Design gcd_job_dispatcher_flat, sky130hd; sources not shown.
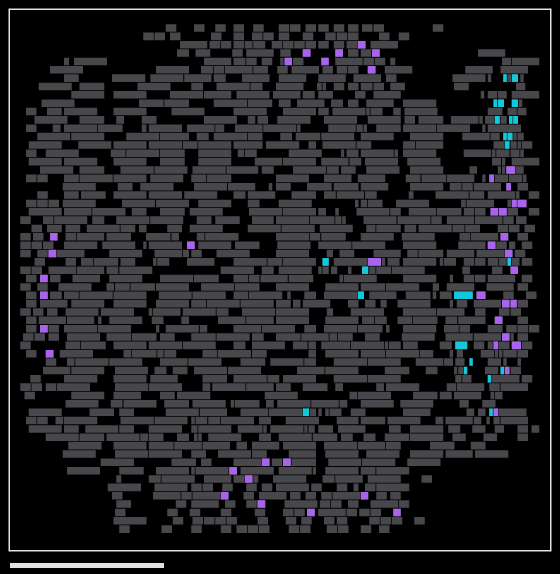
Fig. 1. Logic cells by family.
The bar under the picture is 50 µm long.
color	family	cells
purple	inverting AOI/OAI gates	44
cyan	NAND gates	23
filler-free cell count of the finished design: 1419
logic share of the area: 0.199

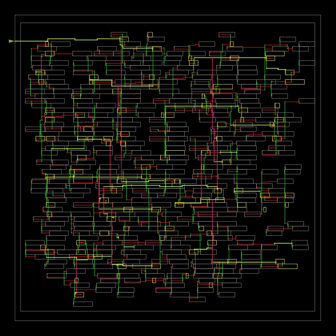
Fig. 2. Clock routing.
CTS Buf Count: 56
Flops: 372
clk sinks: 372
Clock Skews: 0.0239 ns
clk latency late pin: 0.60 ns

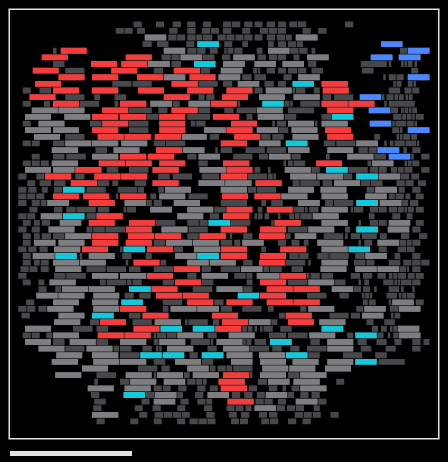
Fig. 3. Sequential cells grouped by signal name.
The bar under the picture is 50 µm long.
color	name in the netlist	flops
red	u_core.r_mem_b	128
cyan	u_core.o_gcd_a	32
blue	u_core.r_cnt	11
not colored	201
flop share of the area: 0.583
fin util: 0.647
Flop area: 10600 µm²
seq pwr: 4730 µW

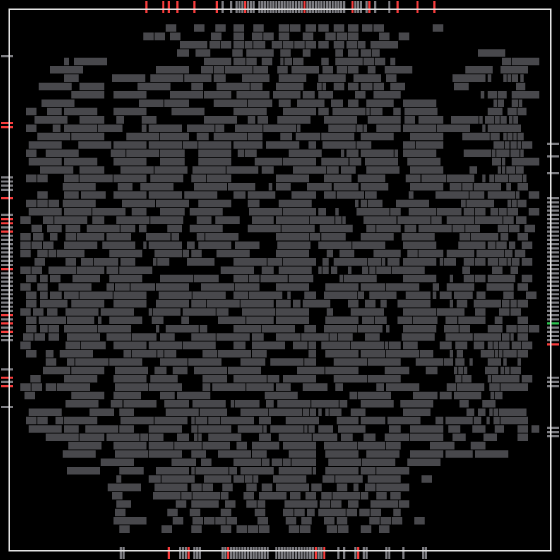
Fig. 4. Pin placement.
Pins as bars across the die edge, other pins in gray.
color	port	pins	direction	edge
red	bus_req_b	32	input	13 top, 12 left, 6 bottom, 1 right
green	bus_rsp_valid	1	output	right
Die Width: 176 µm
Port-buffer cells: 201

==> flow_summary.ini <==
; yosys + openroad results
[power_and_ir_drop]
p_seq_frac = 0.393
p_leak_uw = 0.00679
power.total_uw = 12000
p_sw_uw = 4140
p_per_area_nw_per_um2 = 662
combPwrFrac = 0.384

[setup_path]
regToRegSetupSlack_ns = 1.12
critPathBufInv = 1
cp_top_family = simple AND/OR/NAND/NOR gates
endpoint_kind = register
path_depth = 7
r2r_cells = 7
max_stage_delay_ns = 0.68
critical_path.cell_chain = buf_12, mux4_2, nor4_1, nand4_1, o22ai_2, nand3_4, mux2i_1

[sta]
rsz0062_at_grt = no
hold_viol = 0
relSlewSlack = 0.315

[logic_synthesis]
synthTopCellsByCount = edfxtp_1, dfrtp_1, mux2_2, mux4_2, nor2_1
syn_nets = 862
ys_warn_count = 0
synthFlopType = edfxtp_1
xor_area_frac = 0.00971
synth-compound-area-share = 0.0230
synthTopLogicFamily = multiplexers
ys_sh_simple = 0.0334

[hold_path]
hp-class = in -> async

[cells_and_area]
buffers = 219
largest_class = registers
syn_to_final_growth_pct = 25.9
logic_area_um2 = 3610
nNonClkInverters = 11
antenna_cells = 1
layout.nonclk_buf_frac = 0.120

[run]
tool_warnings = 33

[grt]
top_usage_layer = met2
overflow = 0
use_met1 = 0.322
globalRouteMet3Util = 0.0560
grt_pass1_wl_um = 53500

[clocking]
holdBufCountCts = 0
post_cts_buffers = 0

[floorplanning]
num_rows = 61

[place]
dp.cells = 1312

[route]
dr.pass1.iters = 7

[run_status]
status = finished, final reports clean
Power is estimated from default activity; no workload was simulated.
